<file path="src/rtl/ps2_mouse_ctrl.sv">
// PS/2 mouse link sequencer: reset/enable handshake with timeouts and retries,
// then 3-byte packet assembly into a clamped absolute cursor and button state.
module ps2_mouse_ctrl #(
   parameter int MAX_X          = 639,
   parameter int MAX_Y          = 479,
   parameter int TIMEOUT_CYCLES = 2500000,
   parameter int RETRY_LIMIT    = 3
) (
   input  logic       clk,
   input  logic       rst,
   input  logic       rx_done_tick,
   input  logic [7:0] rx_data,
   input  logic       tx_idle,
   input  logic       tx_done_tick,
   output logic       wr_ps2,
   output logic [7:0] tx_data,
   output logic [9:0] pos_x,
   output logic [9:0] pos_y,
   output logic [2:0] buttons,
   output logic       pkt_valid,
   output logic       init_done,
   output logic       error
);

   localparam int TIMER_W = $clog2(TIMEOUT_CYCLES + 1);
   localparam int RETRY_W = $clog2(RETRY_LIMIT + 1);
   localparam logic [TIMER_W-1:0] TIMER_LAST = TIMER_W'(TIMEOUT_CYCLES - 1);
   localparam logic [RETRY_W-1:0] RETRY_LAST = RETRY_W'(RETRY_LIMIT - 1);
   localparam logic signed [11:0] MAX_X_S    = 12'(MAX_X);
   localparam logic signed [11:0] MAX_Y_S    = 12'(MAX_Y);
   localparam logic [9:0]         MAX_X_U    = 10'(MAX_X);
   localparam logic [9:0]         MAX_Y_U    = 10'(MAX_Y);
   localparam logic [9:0]         HOME_X     = 10'((MAX_X + 1) / 2);
   localparam logic [9:0]         HOME_Y     = 10'((MAX_Y + 1) / 2);

   typedef enum logic [3:0] {
      S_SEND_RST     = 4'd0,
      S_WAIT_ACK_RST = 4'd1,
      S_WAIT_BAT     = 4'd2,
      S_WAIT_ID      = 4'd3,
      S_SEND_EN      = 4'd4,
      S_WAIT_ACK_EN  = 4'd5,
      S_PKT0         = 4'd6,
      S_PKT1         = 4'd7,
      S_PKT2         = 4'd8,
      S_UPDATE       = 4'd9,
      S_FAIL         = 4'd10
   } state_t;

   state_t               state_r;
   logic                 sent_r;
   logic [TIMER_W-1:0]   timer_r;
   logic [RETRY_W-1:0]   retry_r;
   logic [7:0]           b0_r, b1_r, b2_r;

   logic [7:0]           cmd_s;
   logic [7:0]           expect_s;
   state_t               resend_s;
   state_t               ok_next_s;
   logic                 timeout_s;
   logic signed [11:0]   dx_s, dy_s, sum_x_s, sum_y_s;
   logic [9:0]           new_x_s, new_y_s;

   // Per-state handshake decode: command byte, expected reply and successor states.
   always_comb begin
      cmd_s     = 8'hFF;
      expect_s  = 8'h00;
      resend_s  = S_SEND_RST;
      ok_next_s = S_SEND_RST;
      timeout_s = (timer_r == TIMER_LAST);
      if (state_r == S_SEND_EN) begin
         cmd_s = 8'hF4;
      end else begin
         cmd_s = 8'hFF;
      end
      case (state_r)
         S_WAIT_ACK_RST: begin expect_s = 8'hFA; resend_s = S_SEND_RST; ok_next_s = S_WAIT_BAT;    end
         S_WAIT_BAT:     begin expect_s = 8'hAA; resend_s = S_SEND_RST; ok_next_s = S_WAIT_ID;     end
         S_WAIT_ID:      begin expect_s = 8'h00; resend_s = S_SEND_RST; ok_next_s = S_SEND_EN;     end
         S_WAIT_ACK_EN:  begin expect_s = 8'hFA; resend_s = S_SEND_EN;  ok_next_s = S_PKT0;        end
         default:        begin expect_s = 8'h00; resend_s = S_SEND_RST; ok_next_s = S_SEND_RST;    end
      endcase
   end

   // Signed movement decode and clamp of the next cursor position.
   always_comb begin
      dx_s = 12'sd0;
      dy_s = 12'sd0;
      if (b0_r[6]) begin
         dx_s = 12'sd0;
      end else begin
         dx_s = {{3{b0_r[4]}}, b0_r[4], b1_r};
      end
      if (b0_r[7]) begin
         dy_s = 12'sd0;
      end else begin
         dy_s = {{3{b0_r[5]}}, b0_r[5], b2_r};
      end
      // PS/2 reports y up-positive while the screen counts downward.
      sum_x_s = $signed({2'b00, pos_x}) + dx_s;
      sum_y_s = $signed({2'b00, pos_y}) - dy_s;
      if (sum_x_s < 12'sd0) begin
         new_x_s = 10'd0;
      end else if (sum_x_s > MAX_X_S) begin
         new_x_s = MAX_X_U;
      end else begin
         new_x_s = sum_x_s[9:0];
      end
      if (sum_y_s < 12'sd0) begin
         new_y_s = 10'd0;
      end else if (sum_y_s > MAX_Y_S) begin
         new_y_s = MAX_Y_U;
      end else begin
         new_y_s = sum_y_s[9:0];
      end
   end

   // Main sequencer with registered outputs.
   always_ff @(posedge clk) begin
      if (rst) begin
         state_r   <= S_SEND_RST;
         sent_r    <= 1'b0;
         timer_r   <= '0;
         retry_r   <= '0;
         b0_r      <= 8'h00;
         b1_r      <= 8'h00;
         b2_r      <= 8'h00;
         pos_x     <= HOME_X;
         pos_y     <= HOME_Y;
         buttons   <= 3'b000;
         wr_ps2    <= 1'b0;
         tx_data   <= 8'h00;
         pkt_valid <= 1'b0;
         init_done <= 1'b0;
         error     <= 1'b0;
      end else begin
         wr_ps2    <= 1'b0;
         pkt_valid <= 1'b0;
         case (state_r)
            S_SEND_RST, S_SEND_EN: begin
               timer_r <= '0;
               if (sent_r && tx_done_tick) begin
                  sent_r  <= 1'b0;
                  state_r <= (state_r == S_SEND_RST) ? S_WAIT_ACK_RST : S_WAIT_ACK_EN;
               end else if (!sent_r && tx_idle) begin
                  wr_ps2  <= 1'b1;
                  tx_data <= cmd_s;
                  sent_r  <= 1'b1;
               end
            end
            S_WAIT_ACK_RST, S_WAIT_BAT, S_WAIT_ID, S_WAIT_ACK_EN: begin
               if (rx_done_tick && (rx_data == expect_s)) begin
                  timer_r <= '0;
                  state_r <= ok_next_s;
                  if (state_r == S_WAIT_ACK_EN) begin
                     init_done <= 1'b1;
                  end
               end else if (rx_done_tick && (rx_data == 8'hFE)) begin
                  timer_r <= '0;
                  state_r <= resend_s;
               end else if (rx_done_tick || timeout_s) begin
                  timer_r <= '0;
                  retry_r <= retry_r + 1'b1;
                  if (retry_r == RETRY_LAST) begin
                     state_r   <= S_FAIL;
                     error     <= 1'b1;
                     init_done <= 1'b0;
                  end else begin
                     state_r <= S_SEND_RST;
                  end
               end else begin
                  timer_r <= timer_r + 1'b1;
               end
            end
            S_PKT0: begin
               timer_r <= '0;
               // Only a byte with the always-one bit set can start a packet.
               if (rx_done_tick && rx_data[3]) begin
                  b0_r    <= rx_data;
                  state_r <= S_PKT1;
               end
            end
            S_PKT1, S_PKT2: begin
               if (rx_done_tick) begin
                  timer_r <= '0;
                  if (state_r == S_PKT1) begin
                     b1_r    <= rx_data;
                     state_r <= S_PKT2;
                  end else begin
                     b2_r    <= rx_data;
                     state_r <= S_UPDATE;
                  end
               end else if (timeout_s) begin
                  timer_r <= '0;
                  state_r <= S_PKT0;
               end else begin
                  timer_r <= timer_r + 1'b1;
               end
            end
            S_UPDATE: begin
               timer_r   <= '0;
               pos_x     <= new_x_s;
               pos_y     <= new_y_s;
               buttons   <= b0_r[2:0];
               pkt_valid <= 1'b1;
               state_r   <= S_PKT0;
            end
            S_FAIL: begin
               timer_r   <= '0;
               error     <= 1'b1;
               init_done <= 1'b0;
            end
            default: begin
               timer_r <= '0;
               state_r <= S_SEND_RST;
            end
         endcase
      end
   end

endmodule

</file>
<file path="config.mk">
export PLATFORM = sky130hd
export DESIGN_NAME = ps2_mouse_ctrl
export DESIGN_NICKNAME = d
export VERILOG_FILES = /design/src/rtl/ps2_mouse_ctrl.sv
export SDC_FILE = /design/constraint.sdc
export NUM_CORES = 1
export LEC_CHECK = 0
export CAP_MARGIN = 0
export CORE_AREA = 2 2 99 148
export DETAILED_ROUTE_END_ITERATION = 16
export DIE_AREA = 0 0 101 150
export GPL_TIMING_DRIVEN = 1
export SETUP_SLACK_MARGIN = 0.1
export SLEW_MARGIN = 20
export SYNTH_ARGS = -nofsm -noshare
export SYNTH_HDL_FRONTEND = slang
export SYNTH_SLANG_ARGS = --single-unit
export TNS_END_PERCENT = 10
</file>
<file path="constraint.sdc">
create_clock -name clk -period 3.6 [get_ports clk]
set_clock_uncertainty 0.15 [all_clocks]
set_input_delay 1.08 -clock clk [delete_from_list [all_inputs] [get_ports clk]]
set_output_delay 1.08 -clock clk [all_outputs]
set_load 0.005 [all_outputs]
</file>
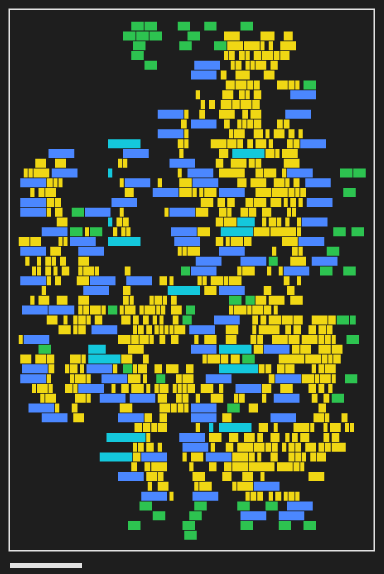
Fig. 1. Placed cells, one color a class (run 1).
Scale bar: 20 um.
Key: cyan = clock drivers and dummy loads [cells 16]; yellow = remaining logic cells [cells 490]; green = remaining buffers and delay cells [cells 55]; blue = registers [cells 81]
area of the placeable core: 0.01393 mm^2
final non-filler cell area: 0.005794 mm^2

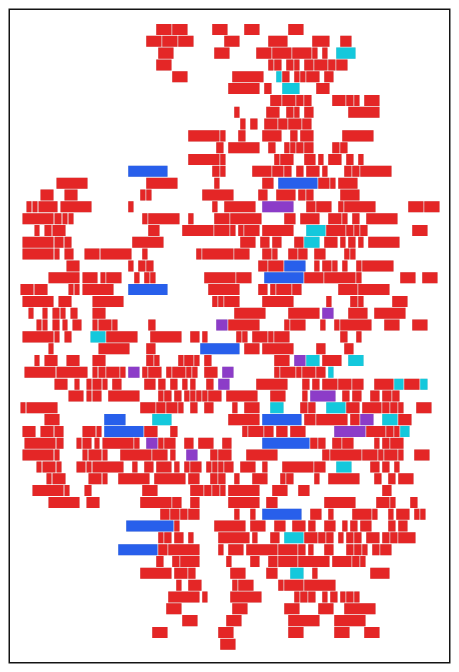
Fig. 2. Drive-strength map (run 1).
Key: red = x1 and smaller [cells 598]; purple = x3 and x4 [cells 12]; cyan = x2 [cells 19]; blue = x6 and larger [cells 13]

==> run notes, run 1 <==
The full implementation flow was run.

In this run the most critical hold path is launched from timer_r[0]. Sorting the synthesized cells by area gives the leading types as sky130_fd_sc_hd__dfxtp_1, sky130_fd_sc_hd__nor2_1, sky130_fd_sc_hd__ha_1. The pin count of the biggest net entering global routing stands at 28. Warnings reported by Yosys during synthesis add up to 0.

The count of instantiated cells in the yosys netlist stands at 602. The total inserted antenna cells stands at 0. TritonRoute output was used to compute an average wire per cell of 15.14 um. Logic depth along the worst register-to-register path is recorded as 12. The fraction of layout cells with a size suffix above 1 stands at 6.854%.

The first-pass iteration count of the detailed router stands at 4. The HPWL after detailed placement is 9341 um. The total count of max-transition violations in the final report stands at 0. The final estimated routing congestion in global placement stands at 0.9473. The endpoint identified for the worst register-to-register timing path is pos_x[7]. The number of design-rule violations left by the first detailed-router iteration stands at 134. The area share of the largest cell type after synthesis stands at 33.18%.

The number of hold violations in the final report stands at 0. The area reported by Yosys stat stands at 0.004887 mm^2. The die extent in x stands at 101 um. The final report lists the setup-violating endpoint count as 0.

For reference, the top cells by count after synthesis are sky130_fd_sc_hd__nor2_1, sky130_fd_sc_hd__dfxtp_1, sky130_fd_sc_hd__nand2_1. Summed over all instances, the cell type with the most area after synthesis is sky130_fd_sc_hd__dfxtp_1. The run finished with clean final reports. Max fanout on the critical path was recorded as 10. Setup repair after global routing left no endpoint under its margin. After synthesis, the share of flip-flops with an asynchronous set or reset is 0%. The worst hold path cell count stands at 1. The maximum achievable frequency stands at 310.1 MHz. The number of global-route vias before repair is 4,316. The register-to-register setup slack stands at 380 ps.

The aoi/oai-family share of the synthesized area stands at 17.15%. The clock-pin slew of the registers on the worst-case setup and hold paths stands at 60 ps. Summing the areas of all xor and xnor instances in the mapped netlist gives 5.735% of the synthesized area. The delay of the slowest critical-path stage stands at 490 ps. Power spread over the standard cell area amounts to 374.0 mW/mm^2. The setup path with the least slack is of type flop to flop. The count of antenna-violating nets left after detailed routing stands at 0. The clock drives 81 sinks. The worst setup path is captured at a flop. The count of flip-flops with a built-in enable after synthesis stands at 0. Using the TritonRoute via totals, the vias-per-cell ratio works out to 5.378. After floorplanning, the core was divided into 53 placement rows.

The first global-routing pass estimated 20,330 um of wire. Note that the worst hold path type here is flop to flop. The number of antenna violations at the first check in global routing is 0.

The worst hold margin stands at 306.2 ps. The signal on the critical path passes through nor2b_1, ha_1, inv_1, fa_1, nand2b_1, a21oi_1, o41ai_1, o22ai_1, or3_1, a21oi_4, nor4_1, a21o_1.
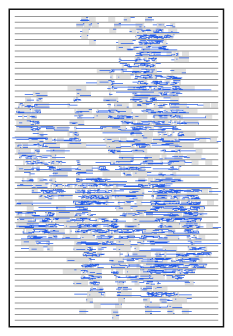
Fig. 3. Met1 routing (run 1).
Supply wires on this layer in gray.
The longest straight run is 37.9 um. The layer holds 39% of the routed length.
Via Count: 4,340
Total Routed Length: 12,220 um
met1 track demand over resource: 18.19%

[run 1: state kept, by name (all words and copies together), names as in the netlist, 3 cells and up]
signal	flops
b0_r	7
b1_r	8
b2_r	8
buttons	3
pos_x	10
pos_y	10
state_r	4
timer_r	22
[run 1: worst max-delay path: cells and delay by family, from the launching register on]
kind | cells | cell delay, ps
AND-OR/OR-AND | 5 | 1250
AND/OR/NAND/NOR | 4 | 740
flip-flops | 1 | 460
adder cells (fa/ha/maj) | 2 | 420
buffers and inverters | 1 | 80
[run 1: final cells by class]
| class | count | area [um^2] |
|---|---|---|
| Fill cell | 1399 | 8132 |
| Multi-Input combinational cell | 466 | 3027 |
| Sequential cell | 81 | 1622 |
| Timing Repair Buffer | 55 | 525.5 |
| Clock buffer | 14 | 264.0 |
| Tap cell | 165 | 206.4 |
| Inverter | 24 | 90.09 |
| Clock inverter | 2 | 60.06 |
[run 1: cell families (layout without fill, tap and decap cells)]
logic type / count (synthesis) / count (layout)
adders and majority gates: 27 / 27
buffers and inverters: 55 / 95
muxes: 30 / 30
DFF: 81 / 81
and+or+nand+nor: 257 / 257
AOI/OAI and AO/OA: 120 / 120
xor gates and xnor gates: 32 / 32
[run 1: placed cells by master (no fill, tap or decap), drive strengths merged, types with 4 or more instances in the layout]
cell	n
nor2	88
dfxtp	81
nand2	55
clkdlybuf4s50	46
a21oi	32
mux2i	29
o21ai	29
ha	25
inv	24
nor3	24
nand3	18
xnor2	16
xor2	16
clkbuf	14
nand2b	13
nor2b	12
buf	9
and3	7
nor4	6
a31oi	6
or3	6
a211oi	6
o31ai	5
and2b	4
o21a	4
and2	4
o31a	4
o22ai	4
[run 1: layer usage]
layer | track usage [%] | wire length, um | vias up
met5 | 0 | 0 | -
met3 | 2.195 | 516 | 34
met1 | 18.19 | 4814 | 2029
li1 | - | - | 2179
met4 | 8.851 | 481 | 0
met2 | 31.30 | 6407 | 98
[run 1: per-stage QoR]
step / instances / util [%] / area, um^2 / power [mW]
2_1_floorplan: 602 / - / 4887 / 1.117
3_3_place_gp: 791 / 39.26 / 5468 / 1.187
3_5_place_dp: 791 / 39.26 / 5468 / 1.192
4_1_cts: 807 / 41.59 / 5792 / 2.193
5_1_grt: 807 / 41.61 / 5794 / 2.252
6_report: 807 / 41.61 / 5794 / 2.167
[run 1: worst max-delay path by stage]
stage / startpoint / end / depth (start not counted)
after floorplan: b0_r[7] / pos_y[6] / 13
after global placement: rx_data[3] / state_r[2] / 8
after detailed placement: rx_data[3] / state_r[0] / 8
after CTS: b0_r[6] / pos_x[7] / 12
after global routing: b0_r[7] / pos_y[7] / 12
final: b0_r[6] / pos_x[7] / 12
[run 1: where the power goes]
group	switching, mW	leakage (nW)	internal, mW
clock network	0.350	0.157	0.646
registers	0.0310	0.654	0.915
logic	0.117	1.47	0.108
total	0.498	2.29	1.67
[run 1: repair_timing]
item                       in CTS  in global routing
hold buffers                    0                  0
setup endpoints to repair       0                  1
resized                         0                  1
buffers inserted                0                  0
Fig. 4: run 1, clock distribution
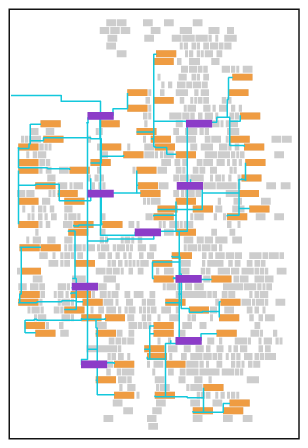

==> run 2: changes to the inputs <==
Settings changed: RECOVER_POWER from default to 100.
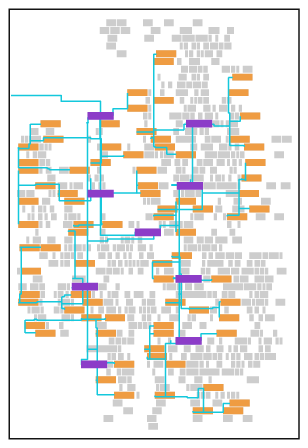
Fig. 5. Clock distribution (run 2).
Key: purple = clock-net drivers [count 9]; orange = flip-flops [count 81]; cyan = clock wires [length 1,090 um]
There are 10 routed clock nets.

==> run 2 against run 1 <==
  * Sequential cell count is the same
  * Via count grew 0.78%
  * Global-route usage is the same
  * Die area is the same
  * Worst hold slack lost 2.2 ps
  * Power shrank 0.59%
  * Wire length grew 0.20%
  * Maximum frequency shrank 2.2%
==> run notes, run 2 <==
The full implementation flow was run.

The number of sinks handled by clock tree synthesis stands at 81 (unchanged). The met3 wirelength from detailed routing came to 434 um (was 516 um). The yosys warning tally came to 0 (unchanged). The area share of the largest cell type after synthesis stands at 33.18% (unchanged). The cell area power density stands at 373.7 mW/mm^2 (was 374.0 mW/mm^2). Cell-by-cell trace of the critical path: nand2b_2, inv_1, ha_1, nand2_1, o21ai_1, o21ai_2, or3_1, a21oi_4, nor3_1, a211oi_1 (was nor2b_1, ha_1, inv_1, fa_1, nand2b_1, a21oi_1, o41ai_1, o22ai_1, or3_1, a21oi_4, nor4_1, a21o_1).

The clock-pin slew of the registers on the worst-case setup and hold paths is 60 ps (about the same). The average routed wire per standard cell came to 15.17 um (was 15.14 um). Biggest area cells: sky130_fd_sc_hd__dfxtp_1, sky130_fd_sc_hd__nor2_1, sky130_fd_sc_hd__ha_1 (unchanged). The combinational cell fraction of total power was 9.8% (was 10.4%). The number of design-rule violations left by the first detailed-router iteration stands at 134 (unchanged). The type of the setup path with the least slack was flop to flop (unchanged). The area share of xor/xnor cells in the synthesized design was 5.735% (unchanged).

The final estimated routing congestion in global placement stands at 0.9473 (unchanged). The internal power came to 1.658 mW (was 1.669 mW). The most used logic cell in the final layout is sky130_fd_sc_hd__nor2_1 (unchanged). The highest routed metal layer was met4 (unchanged).

The number of antenna violations at the first check in global routing stands at 0 (unchanged). The delay of the slowest critical-path stage came to 510 ps (was 490 ps). The final number of setup-violating endpoints was 0 (unchanged). The total count of max-transition violations in the final report stands at 0 (unchanged). The area of the placeable core stands at 0.01393 mm^2 (unchanged). The first-pass iteration count of the detailed router stands at 4 (unchanged).

The register with the most flip-flops is timer_r (unchanged). The total power draw stands at 2.154 mW (was 2.167 mW). The proportion of synthesized flip-flops having asynchronous set or reset is 0% (unchanged). The fraction of power consumed by sequential logic stands at 43.8% (was 43.7%).

Status: complete, no violations (unchanged). The final instance area came to 0.005764 mm^2 (was 0.005794 mm^2). The count of hold buffers inserted by post-cts repair came to 0 (unchanged). The fraction of layout cells with a size suffix above 1 stands at 5.607% (was 6.854%). The first-pass GRT wire length stands at 20,330 um (unchanged). The category of the worst setup path capture point is a flop (unchanged). The area reported by Yosys stat stands at 0.004887 mm^2 (unchanged). The path category of the worst min-delay check is flop to flop (unchanged). The HPWL after detailed placement came to 9341 um (unchanged). The maximum fanout encountered on the critical timing path is 10 (unchanged). The number of cells after detailed placement stands at 791 (unchanged).

Setup repair after global routing missed its margin: no (unchanged). The cell type with the largest total area after synthesis is sky130_fd_sc_hd__dfxtp_1 (unchanged). The count of flip-flops with a built-in enable after synthesis was 0 (unchanged).

The top cell family by delay on the critical path is AND-OR/OR-AND gates (unchanged). The number of global-route vias before repair stands at 4,316 (unchanged). The number of hold violations in the final report stands at 0 (unchanged). The proportion of total power due to net switching stands at 23.05% (was 22.96%). The total number of placement rows stands at 53 (unchanged).
run 2: repair_timing:
item | in CTS | in global routing
buffers inserted | 0 | 0
endpoints found under the setup margin | 0 | 1
endpoints found under the hold margin | 0 | 0
gates resized | 0 | 1
run 2: layer usage:
metal,GRT usage (%),vias to the layer above
met5,0,-
met4,8.851,0
met3,2.195,34
met2,31.30,100
met1,18.19,2057
li1,-,2183
run 2: path summary, 6_finish.rpt:
check              from          to  slack, ps  cells after the start
max reg2reg     b0_r[6]    pos_x[6]        300                     10
max             b0_r[6]    pos_x[6]        300                     10
min reg2reg  buttons[0]  buttons[0]        300                      2
min          buttons[0]  buttons[0]        300                      2
run 2: logic make-up (layout without fill, tap and decap cells):
group	Yosys count	in the layout
fa+ha+maj	27	27
buf+inv	55	95
simple gates	257	257
compound gates	120	120
flops	81	81
mux	30	30
xor+xnor	32	32
run 2: power groups by stage:
| stage | Combinational, mW | Sequential (mW) | Clock, mW |
|---|---|---|---|
| final | 0.212 | 0.945 | 0.998 |
| after global routing | 0.235 | 0.950 | 1.05 |
| after CTS | 0.227 | 0.946 | 1.02 |
| after detailed placement | 0.226 | 0.966 | 0 |
| after global placement | 0.221 | 0.966 | 0 |
| after floorplan | 0.172 | 0.945 | 0 |
run 2: layout make-up:
| type | instances | area (um^2) |
|---|---|---|
| Fill cell | 1407 | 8162 |
| Multi-Input combinational cell | 466 | 3009 |
| Sequential cell | 81 | 1622 |
| Timing Repair Buffer | 55 | 513.0 |
| Clock buffer | 14 | 264.0 |
| Tap cell | 165 | 206.4 |
| Inverter | 24 | 90.09 |
| Clock inverter | 2 | 60.06 |
run 2: tightest hold or removal path: stages, from the launching register on:
cell and delay, ps:
sky130_fd_sc_hd__dfxtp_1 300, sky130_fd_sc_hd__nand2_1 50, sky130_fd_sc_hd__a21oi_1 50
Fig. 6: run 2, drive-strength map
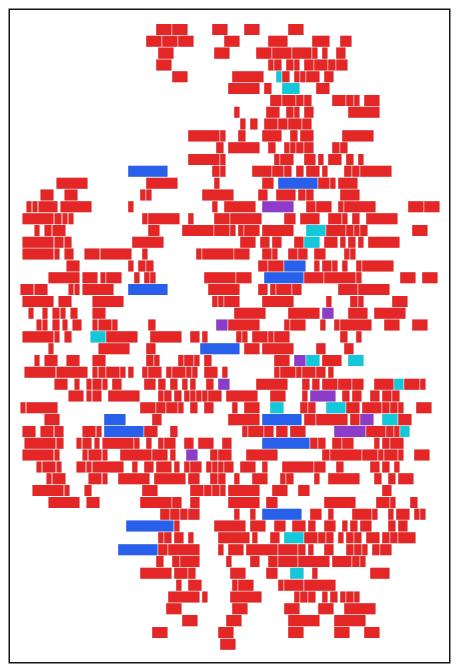

==> run 3: changes to the inputs <==
Settings changed: PLACE_DENSITY from default to 0.51.
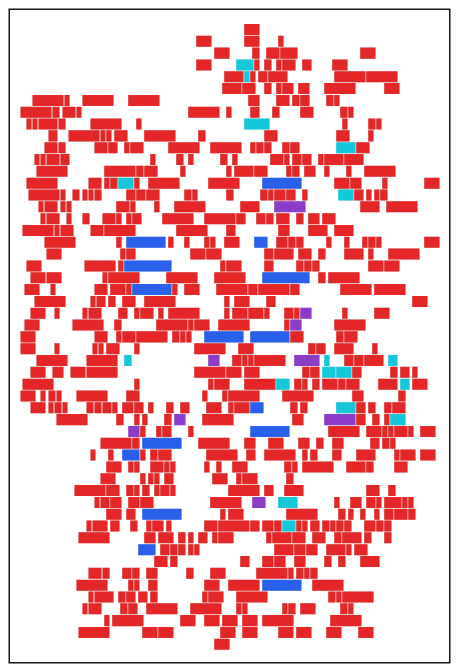
Fig. 7. Drive-strength map (run 3).
Key: purple = x3 and x4 [cells 9]; red = x1 and smaller [cells 601]; cyan = x2 [cells 17]; blue = x6 and larger [cells 15]
synthesis-to-finish area growth: 18.28%
Repair and plain buffers: 55
worst setup slack after layout: 273.4 ps
final non-filler cell area: 0.005781 mm^2

==> run 3 against run 2 <==
  * Synthesized cell count stayed put
  * Critical path type unchanged
  * Worst hold slack better by 5.8 ps
  * Largest power group unchanged
  * Sequential cell count stayed put
==> run notes, run 3 <==
The full implementation flow was run.

The average routed wire per standard cell stands at 15.06 um (was 15.17 um). The worst hold margin was 309.8 ps (was 303.9 ps). The fraction of layout cells with a size suffix above 1 stands at 6.386% (was 5.607%).

Largest registers in the final layout: timer_r x22, pos_x x10, pos_y x10 (unchanged). The proportion of synthesized flip-flops having asynchronous set or reset stands at 0% (unchanged). The final estimated routing congestion in global placement came to 0.8812 (was 0.9473).

The maximum fanout encountered on the critical timing path came to 10 (unchanged). The number of design-rule violations left by the first detailed-router iteration came to 163 (was 134). The die extent in x stands at 101 um (unchanged). Biggest area cells: sky130_fd_sc_hd__dfxtp_1, sky130_fd_sc_hd__nor2_1, sky130_fd_sc_hd__ha_1 (unchanged). The total inserted antenna cells stands at 0 (unchanged).

The critical path capture point is pos_y[6] (was pos_x[6]). The average vias per placed instance came to 5.270 (was 5.420). The via total after detailed routing stands at 4,253 (was 4,374).

The yosys warning tally stands at 0 (unchanged). Setup repair after global routing missed its margin: yes (was no). The register with the most flip-flops is timer_r (unchanged). The number of hold violations in the final report stands at 0 (unchanged). The pin count of the biggest net entering global routing was 31 (was 28). The number of cells after detailed placement stands at 791 (unchanged). The cell type with the largest total area after synthesis is sky130_fd_sc_hd__dfxtp_1 (unchanged). The cell area power density is 379.2 mW/mm^2 (was 373.7 mW/mm^2). The number of sinks handled by clock tree synthesis is 81 (unchanged). The total number of placement rows stands at 53 (unchanged). The type of the setup path with the least slack was flop to flop (unchanged). The launch point of the worst reg-to-reg path is b0_r[7] (was b0_r[6]). The register-to-register setup slack was 270 ps (was 300 ps). Status: complete, no violations (unchanged).

Commonest cells after routing, fill and taps aside: sky130_fd_sc_hd__nor2_1, sky130_fd_sc_hd__dfxtp_1, sky130_fd_sc_hd__nand2_1 (unchanged). The most used logic cell in the final layout was sky130_fd_sc_hd__nor2_1 (unchanged). The final instance count without filler cells came to 807 (unchanged).

The final number of setup-violating endpoints stands at 0 (unchanged). The area share of the largest cell type after synthesis came to 33.18% (unchanged). The clock-pin slew of the registers on the worst-case setup and hold paths came to 70 ps (was 60 ps). The flip-flop count of the largest register, all copies and words added stands at 22 (unchanged).
[run 3: cell counts after synthesis]
Identical to the previous run, type by type.
[run 3: metrics by stage]
| stage | setup slack (ps) | power, mW | util, % | cell area, um^2 |
|---|---|---|---|---|
| 3_5_place_dp | 206.3 | 1.190 | 39.26 | 5468 |
| 5_1_grt | 41.46 | 2.284 | 41.51 | 5781 |
| 6_report | 273.4 | 2.192 | 41.51 | 5781 |
| 4_1_cts | 175.6 | 2.240 | 41.66 | 5802 |
| 2_1_floorplan | 632.3 | 1.117 | - | 4887 |
| 3_3_place_gp | 284.3 | 1.186 | 39.26 | 5468 |
[run 3: repair_timing]
action / 4_1_cts / 5_1_grt
endpoints found under the setup margin: 0 / 11
hold buffers: 0 / 0
buffers inserted: 0 / 0
resized: 0 / 1
[run 3: cells by family after synthesis]
kind of cell             after synthesis  share of synthesized area [%]
buffers and inverters                 55                          4.941
flip-flops                            81                          33.18
adder cells (fa/ha/maj)               27                          7.220
multiplexers                          30                          6.170
AND-OR/OR-AND                        120                          17.15
AND/OR/NAND/NOR                      257                          25.60
XOR/XNOR                              32                          5.735
[run 3: routing by layer]
metal	vias to the layer above	share of wire (%)	wire length [um]	track usage, %
met4	0	1.9	225	5.743
met5	-	0	0	0
li1	2189	-	-	-
met2	60	53	6387	30.50
met3	16	2.9	355	3.223
met1	1988	43	5182	18.94
[run 3: layout make-up]
cell class | instances | area [um^2]
Tap cell | 165 | 206.4
Sequential cell | 81 | 1622
Clock inverter | 7 | 108.9
Fill cell | 1460 | 8145
Multi-Input combinational cell | 466 | 3014
Timing Repair Buffer | 55 | 514.2
Inverter | 24 | 90.09
Clock buffer | 9 | 225.2
[run 3: worst min path at each step]
stage                           from         end  slack [ps]
after floorplan           timer_r[0]  timer_r[0]         280
after global placement    timer_r[0]  timer_r[0]         290
after detailed placement     b0_r[0]  buttons[0]         300
after CTS                    b0_r[0]  buttons[0]         310
after global routing         b0_r[0]  buttons[0]         340
final                        b0_r[0]  buttons[0]         310
[run 3: power breakdown]
part	internal [mW]	switching, mW
combinational	0.0965	0.113
clock	0.624	0.415
sequential	0.915	0.0285
[run 3: worst max-delay path, cell delays in order (launching register included)]
cell and delay [ps]:
sky130_fd_sc_hd__dfxtp_1 390, sky130_fd_sc_hd__nor2b_1 210, sky130_fd_sc_hd__ha_1 200, sky130_fd_sc_hd__inv_1 60, sky130_fd_sc_hd__fa_1 410, sky130_fd_sc_hd__a211oi_2 310
sky130_fd_sc_hd__o31ai_1 180, sky130_fd_sc_hd__a41oi_2 280, sky130_fd_sc_hd__mux2_2 360, sky130_fd_sc_hd__o22a_1 180, sky130_fd_sc_hd__a21boi_1 220, sky130_fd_sc_hd__o311ai_0 200
sky130_fd_sc_hd__nand2_1 110
Power is estimated from default activity; no workload was simulated.
